--- src/rtl/m_pipeline_pkg.sv ---
// -----------------------------------------------------------------------------
// m_pipeline_pkg
// Shared pipeline definitions for the fetch and decode stages.
//   XLEN        : datapath width (32).
//   NOP         : canonical no-op instruction word (addi x0, x0, 0).
//   fetch_pkt_t : {pc, instr} pair carried from fetch into decode.
// -----------------------------------------------------------------------------
package m_pipeline_pkg;

    localparam int XLEN = 32;

    localparam logic [XLEN-1:0] NOP = 32'h0000_0013;

    typedef struct packed {
        logic [XLEN-1:0] pc;
        logic [XLEN-1:0] instr;
    } fetch_pkt_t;

endpackage : m_pipeline_pkg

--- src/rtl/m_if_id_buffer_if.sv ---
// -----------------------------------------------------------------------------
// m_if_id_buffer_if
// Signal bundle between fetch, the IF/ID buffer and decode.
//   Fetch side  : in_valid, pc_in, instruction_in -> buffer; in_ready <- buffer
//   Decode side : out_valid, pc_out, instruction_out <- buffer; out_ready -> buffer
//   Control     : flush, panic -> buffer; occupancy <- buffer
// Modports:
//   slave  : the buffer itself.
//   master : the surrounding pipeline (fetch, decode, hazard control).
// -----------------------------------------------------------------------------
interface m_if_id_buffer_if #(
    parameter int DEPTH = 2
);
    import m_pipeline_pkg::*;

    localparam int OCC_W = $clog2(DEPTH + 1);

    logic             in_valid;
    logic [XLEN-1:0]  pc_in;
    logic [XLEN-1:0]  instruction_in;
    logic             in_ready;

    logic             out_valid;
    logic [XLEN-1:0]  pc_out;
    logic [XLEN-1:0]  instruction_out;
    logic             out_ready;

    logic             flush;
    logic             panic;
    logic [OCC_W-1:0] occupancy;

    modport slave (
        input  in_valid, pc_in, instruction_in, out_ready, flush, panic,
        output in_ready, out_valid, pc_out, instruction_out, occupancy
    );

    modport master (
        output in_valid, pc_in, instruction_in, out_ready, flush, panic,
        input  in_ready, out_valid, pc_out, instruction_out, occupancy
    );

endinterface : m_if_id_buffer_if

--- src/rtl/m_fifo_ctrl.sv ---
// -----------------------------------------------------------------------------
// m_fifo_ctrl
// Pointer/count controller for a small circular buffer with flush.
// DEPTH must be a power of two, at least 2, so pointers wrap by overflow.
// Ports:
//   clk, reset  : clock, asynchronous active-high reset
//   in_valid    : producer offers an entry
//   out_ready   : consumer takes the head entry
//   flush/panic : discard all entries; both also block input this cycle
//   in_ready    : room available and not flushing
//   out_valid   : at least one entry held
//   enq         : an entry is written at wr_ptr this cycle
//   wr_ptr      : next write slot
//   rd_ptr      : head slot
//   count       : number of held entries, 0..DEPTH
// -----------------------------------------------------------------------------
module m_fifo_ctrl #(
    parameter  int DEPTH = 2,
    localparam int PTR_W = $clog2(DEPTH),
    localparam int CNT_W = $clog2(DEPTH + 1)
) (
    input  logic             clk,
    input  logic             reset,
    input  logic             in_valid,
    input  logic             out_ready,
    input  logic             flush,
    input  logic             panic,
    output logic             in_ready,
    output logic             out_valid,
    output logic             enq,
    output logic [PTR_W-1:0] wr_ptr,
    output logic [PTR_W-1:0] rd_ptr,
    output logic [CNT_W-1:0] count
);

    localparam logic [CNT_W-1:0] FULL_COUNT = CNT_W'(DEPTH);

    logic             deq;
    logic [PTR_W-1:0] wr_ptr_next;
    logic [PTR_W-1:0] rd_ptr_next;
    logic [CNT_W-1:0] count_next;

    // in_ready looks only at registered count and the kill inputs, never at
    // out_ready, so a full buffer refuses input even while it drains.
    assign in_ready  = (count < FULL_COUNT) & ~panic & ~flush;
    assign out_valid = (count != '0);
    assign enq       = in_valid & in_ready;
    assign deq       = out_valid & out_ready;

    // NOTE: every output of a combinational block gets a default at the top;
    // any path that leaves one unassigned would infer a latch.
    always_comb begin
        wr_ptr_next = wr_ptr;
        rd_ptr_next = rd_ptr;
        count_next  = count;
        if (flush || panic) begin
            // Kill wins over any handshake in the same cycle.
            wr_ptr_next = '0;
            rd_ptr_next = '0;
            count_next  = '0;
        end else begin
            if (enq) begin
                wr_ptr_next = wr_ptr + PTR_W'(1);
            end
            if (deq) begin
                rd_ptr_next = rd_ptr + PTR_W'(1);
            end
            case ({enq, deq})
                2'b10:   count_next = count + CNT_W'(1);
                2'b01:   count_next = count - CNT_W'(1);
                default: count_next = count;
            endcase
        end
    end

    // NOTE: state registers use non-blocking assignments so every flop samples
    // the pre-edge values regardless of statement order.
    always_ff @(posedge clk or posedge reset) begin
        if (reset) begin
            wr_ptr <= '0;
            rd_ptr <= '0;
            count  <= '0;
        end else begin
            wr_ptr <= wr_ptr_next;
            rd_ptr <= rd_ptr_next;
            count  <= count_next;
        end
    end

    a_no_overflow : assert property (@(posedge clk) disable iff (reset)
        !(enq && (count == FULL_COUNT)));

    a_no_underflow : assert property (@(posedge clk) disable iff (reset)
        !(deq && (count == '0)));

endmodule : m_fifo_ctrl

--- src/rtl/m_if_id_buffer.sv ---
// -----------------------------------------------------------------------------
// m_if_id_buffer
// Decoupling buffer between fetch and decode. Holds up to DEPTH {pc, instr}
// pairs, presents the oldest to decode, back-pressures fetch when full and
// drops everything on flush or panic so decode never sees wrong-path code.
// Ports:
//   clk   : clock, all state updates on the rising edge
//   reset : asynchronous active-high reset
//   bus   : m_if_id_buffer_if.slave (fetch handshake, decode handshake,
//           flush/panic, occupancy)
// Parameters:
//   DEPTH : entries, power of two, at least 2; must match the interface
//   NOP   : instruction word presented while empty
// -----------------------------------------------------------------------------
module m_if_id_buffer
    import m_pipeline_pkg::*;
#(
    parameter int              DEPTH = 2,
    parameter logic [XLEN-1:0] NOP   = m_pipeline_pkg::NOP
) (
    input logic               clk,
    input logic               reset,
    m_if_id_buffer_if.slave   bus
);

    localparam int PTR_W = $clog2(DEPTH);
    localparam int CNT_W = $clog2(DEPTH + 1);

    logic             enq;
    logic             out_valid;
    logic [PTR_W-1:0] wr_ptr;
    logic [PTR_W-1:0] rd_ptr;
    logic [CNT_W-1:0] count;

    fetch_pkt_t       mem [DEPTH];

    m_fifo_ctrl #(
        .DEPTH (DEPTH)
    ) u_ctrl (
        .clk       (clk),
        .reset     (reset),
        .in_valid  (bus.in_valid),
        .out_ready (bus.out_ready),
        .flush     (bus.flush),
        .panic     (bus.panic),
        .in_ready  (bus.in_ready),
        .out_valid (out_valid),
        .enq       (enq),
        .wr_ptr    (wr_ptr),
        .rd_ptr    (rd_ptr),
        .count     (count)
    );

    // NOTE: the storage array has no reset; stale slots are never observable
    // because the output mux below masks them whenever out_valid is low.
    always_ff @(posedge clk) begin
        if (enq) begin
            mem[wr_ptr] <= '{pc: bus.pc_in, instr: bus.instruction_in};
        end
    end

    always_comb begin
        bus.pc_out          = '0;
        bus.instruction_out = NOP;
        if (out_valid) begin
            bus.pc_out          = mem[rd_ptr].pc;
            bus.instruction_out = mem[rd_ptr].instr;
        end
    end

    assign bus.out_valid = out_valid;
    assign bus.occupancy = count;

endmodule : m_if_id_buffer

--- src/flat_wrapper.sv ---
// flat-port wrapper written by rule: the top's interface ports become plain ports
module m_if_id_buffer_flat import m_pipeline_pkg::*;
#(
    parameter int              DEPTH = 2,
    parameter logic [XLEN-1:0] NOP   = m_pipeline_pkg::NOP
)
  (clk, reset, bus_in_valid, bus_pc_in, bus_instruction_in, bus_out_ready, bus_flush, bus_panic, bus_in_ready, bus_out_valid, bus_pc_out, bus_instruction_out, bus_occupancy);
  m_if_id_buffer_if #(.DEPTH(DEPTH)) bus_i ();
  input logic clk;
  input logic reset;
  input wire logic [$bits(bus_i.in_valid)-1:0] bus_in_valid;
  input wire logic [$bits(bus_i.pc_in)-1:0] bus_pc_in;
  input wire logic [$bits(bus_i.instruction_in)-1:0] bus_instruction_in;
  input wire logic [$bits(bus_i.out_ready)-1:0] bus_out_ready;
  input wire logic [$bits(bus_i.flush)-1:0] bus_flush;
  input wire logic [$bits(bus_i.panic)-1:0] bus_panic;
  output wire logic [$bits(bus_i.in_ready)-1:0] bus_in_ready;
  output wire logic [$bits(bus_i.out_valid)-1:0] bus_out_valid;
  output wire logic [$bits(bus_i.pc_out)-1:0] bus_pc_out;
  output wire logic [$bits(bus_i.instruction_out)-1:0] bus_instruction_out;
  output wire logic [$bits(bus_i.occupancy)-1:0] bus_occupancy;
  assign bus_i.in_valid = bus_in_valid;
  assign bus_i.pc_in = bus_pc_in;
  assign bus_i.instruction_in = bus_instruction_in;
  assign bus_i.out_ready = bus_out_ready;
  assign bus_i.flush = bus_flush;
  assign bus_i.panic = bus_panic;
  assign bus_in_ready = bus_i.in_ready;
  assign bus_out_valid = bus_i.out_valid;
  assign bus_pc_out = bus_i.pc_out;
  assign bus_instruction_out = bus_i.instruction_out;
  assign bus_occupancy = bus_i.occupancy;
  m_if_id_buffer #(.DEPTH(DEPTH), .NOP(NOP)) u_core (.clk(clk), .reset(reset), .bus(bus_i));
endmodule
--- config.mk ---
export PLATFORM = sky130hd
export DESIGN_NAME = m_if_id_buffer_flat
export DESIGN_NICKNAME = d
export VERILOG_FILES = /design/src/rtl/m_pipeline_pkg.sv /design/src/rtl/m_if_id_buffer_if.sv /design/src/rtl/m_fifo_ctrl.sv /design/src/rtl/m_if_id_buffer.sv /design/src/flat_wrapper.sv
export SDC_FILE = /design/constraint.sdc
export NUM_CORES = 1
export LEC_CHECK = 0
export CAP_MARGIN = 25
export CELL_PAD_IN_SITES_DETAIL_PLACEMENT = 0
export CELL_PAD_IN_SITES_GLOBAL_PLACEMENT = 1
export CORE_ASPECT_RATIO = 1.1
export CORE_MARGIN = 2
export CORE_UTILIZATION = 35
export DETAILED_ROUTE_END_ITERATION = 7
export GPL_TIMING_DRIVEN = 0
export PLACE_DENSITY = 0.71
export SLEW_MARGIN = 5
export SYNTH_ARGS = -nofsm -noshare
export SYNTH_HDL_FRONTEND = slang
export SYNTH_SLANG_ARGS = --single-unit
--- constraint.sdc ---
create_clock -name clk -period 6.5 [get_ports clk]
set_input_delay 0.65 -clock clk [delete_from_list [all_inputs] [get_ports clk]]
set_output_delay 0.65 -clock clk [all_outputs]
set_load 0.005 [all_outputs]
==> results.sh, run 1 <==
# yosys + openroad results
export IMPL_outcome="finished clean"
export IMPL_io_buffers=137
export IMPL_drcViolationCount=0
export IMPL_hpwl_mm=7.13
export IMPL_clk_latency_ns=0.41
export IMPL_ctsHoldBuffers=0
export IMPL_timing_final_ws_setup_ns=3.69
export IMPL_skew_ns=0.00809
export IMPL_drt_iter0_drc=145
export IMPL_vias=2997
export IMPL_ys_warn_count=0
export IMPL_rsz0062_at_grt="no"
export IMPL_grt_pass1_wl_mm=15.7
export IMPL_fin_crit_ns=2.81
export IMPL_path_cells="nor2_2 > buf_2 > nor2_1 > clkdlybuf4s50_1"
export IMPL_die_h_microns=130
export IMPL_edf_count=128
export IMPL_fp_util=0.354
export IMPL_cp_depth=4
export IMPL_drive_gt1_frac=0.121
export IMPL_powerSeq_mw=0.956
export IMPL_clkbuf_count=19
export IMPL_syn_inst=298
export IMPL_gp_congestion=0.734
export IMPL_grt_max_degree=17
export IMPL_final_area_sq_um=7460
export IMPL_n_sequential_cell=132
export IMPL_yosys_stat_seqShare=0.780
export IMPL_coreArea_sq_um=14300
export IMPL_routed_wl_mm=10.3
export IMPL_area_leaders="edfxtp_1 (76%), mux2i_1 (13%), nor2_1 (4.7%)"
export IMPL_crit_type="flop to primary output"
export IMPL_crit_start="u_core.u_ctrl.count[1]"
export IMPL_p_comb_mw=0.132
export IMPL_rows=46
export IMPL_dieArea_sq_um=15400
export IMPL_finalCritPeriodShare=0.432
export IMPL_power_frac_seq=0.443
export IMPL_compound_area_frac=0.00569
export IMPL_comb_power_share=0.061
export IMPL_clkCellAreaFrac=0.0890
export IMPL_areaGrowthSynthToFinish_pct=47.5
export IMPL_p_int_mw=1.75
export IMPL_tightest_slew_ns=0.496
export IMPL_grt_pass1_vias=3000
export IMPL_synthMuxAreaShare=0.127
export IMPL_ys_cells=298
export IMPL_wl_met2_mm=5.11
export IMPL_synth_async_reset_ratio=0.0303
export IMPL_syn_avg_cell_area_sq_um=17.0
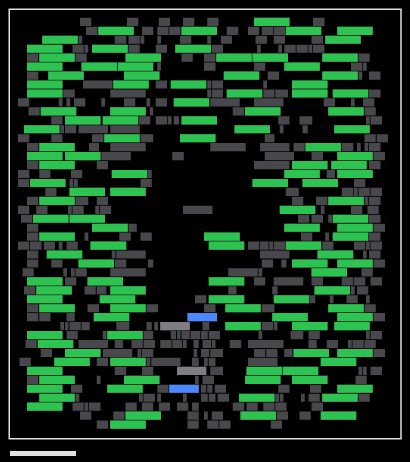
**Above:** run 1 (sequential cells grouped by signal name).
Bar = 20 microns.
[blue] u_core.u_ctrl.count | sequential cells: 2
[green] u_core.mem | sequential cells: 128 | where: spread over the die

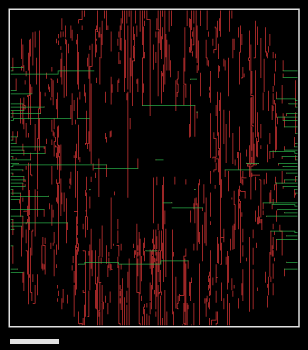
**Above:** run 1 (signal wires by layer).
Bar = 20 microns. Only two layers are drawn.
[green] M3 | wire length: 664 microns
[red] M2 | wire length: 5110 microns

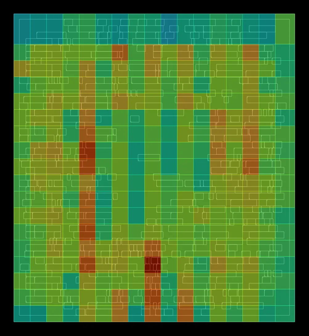
**Above:** run 1 (congestion heat map).
GRT Util Overall: 0.136
M3 GR Usage: 0.0424
final design utilization: 0.523
met2 Usage GRT: 0.230
WL/cell: 15.3 microns

==> run 1 -> run 2 <==
- PLACE_DENSITY: 0.71 -> 0.74
- clock period: 6.5 -> 2.3 ns (I/O delays scaled with it)
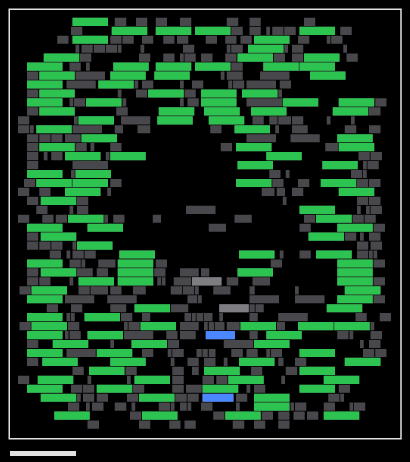
**Above:** run 2 (sequential cells grouped by signal name).
Bar = 20 microns.
[blue] u_core.u_ctrl.count | sequential cells: 2
[green] u_core.mem | sequential cells: 128 | where: spread over the die

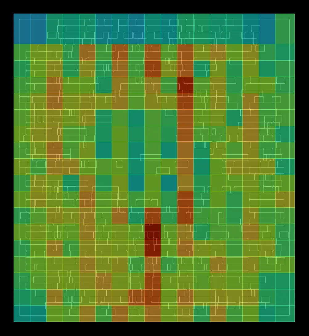
**Above:** run 2 (congestion heat map).
met2 Usage GRT: 0.251
met1 Use GR: 0.147

==> run 2 against run 1 <==
Compared with the run above:
- non-clock buffer count shrank 3
- cell count down 0.45%
- via count fell by 0.40%
- combinational power increased to 2.9 times the previous value
- worst setup slack worse by 3.6 ns
- clock skew down 0.0028 ns
- sequential power grew to 2.8 times the previous value
- first-iteration DRC count shrank 31%
- routed wire length increased by 2.7%
- total power went up to 2.7 times the previous value
- synthesized area is the same
- utilization down 0.053 points
- largest power group is now sequential cells
- highest routed layer unchanged
==> results.sh, run 2 <==
# yosys + openroad results
export IMPL_outcome="finished clean"
export IMPL_synthMuxAreaShare=0.127
export IMPL_clk_latency_ns=0.40
export IMPL_ys_warn_count=0
export IMPL_comb_power_share=0.067
export IMPL_tightest_slew_ns=0.655
export IMPL_areaGrowthSynthToFinish_pct=47.3
export IMPL_path_cells="nor2_4 > buf_4 > buf_4 > nor2_1 > clkdlybuf4s50_1"
export IMPL_syn_avg_cell_area_sq_um=17.0
export IMPL_yosys_stat_seqShare=0.780
export IMPL_io_buffers=137
export IMPL_crit_type="flop to primary output"
export IMPL_drcViolationCount=0
export IMPL_grt_pass1_vias=3162
export IMPL_dieArea_sq_um=15400
export IMPL_wl_met2_mm=5.66
export IMPL_p_comb_mw=0.386
export IMPL_clkbuf_count=28
export IMPL_die_h_microns=130
export IMPL_powerSeq_mw=2.71
export IMPL_skew_ns=0.00528
export IMPL_met3_usage=0.0494
export IMPL_n_sequential_cell=132
export IMPL_grt_usage=0.138
export IMPL_crit_start="u_core.u_ctrl.count[1]"
export IMPL_grt_pass1_wl_mm=16.0
export IMPL_power_frac_seq=0.472
export IMPL_cp_depth=5
export IMPL_clkCellAreaFrac=0.0787
export IMPL_final_area_sq_um=7450
export IMPL_ctsHoldBuffers=0
export IMPL_drt_iter0_drc=100
export IMPL_ys_cells=298
export IMPL_rsz0062_at_grt="no"
export IMPL_finalCritPeriodShare=0.948
export IMPL_gp_congestion=0.717
export IMPL_wl_per_cell_microns=15.8
export IMPL_syn_inst=298
export IMPL_synth_async_reset_ratio=0.0303
export IMPL_area_leaders="edfxtp_1 (76%), mux2i_1 (13%), nor2_1 (4.7%)"
Power is estimated from default activity; no workload was simulated.
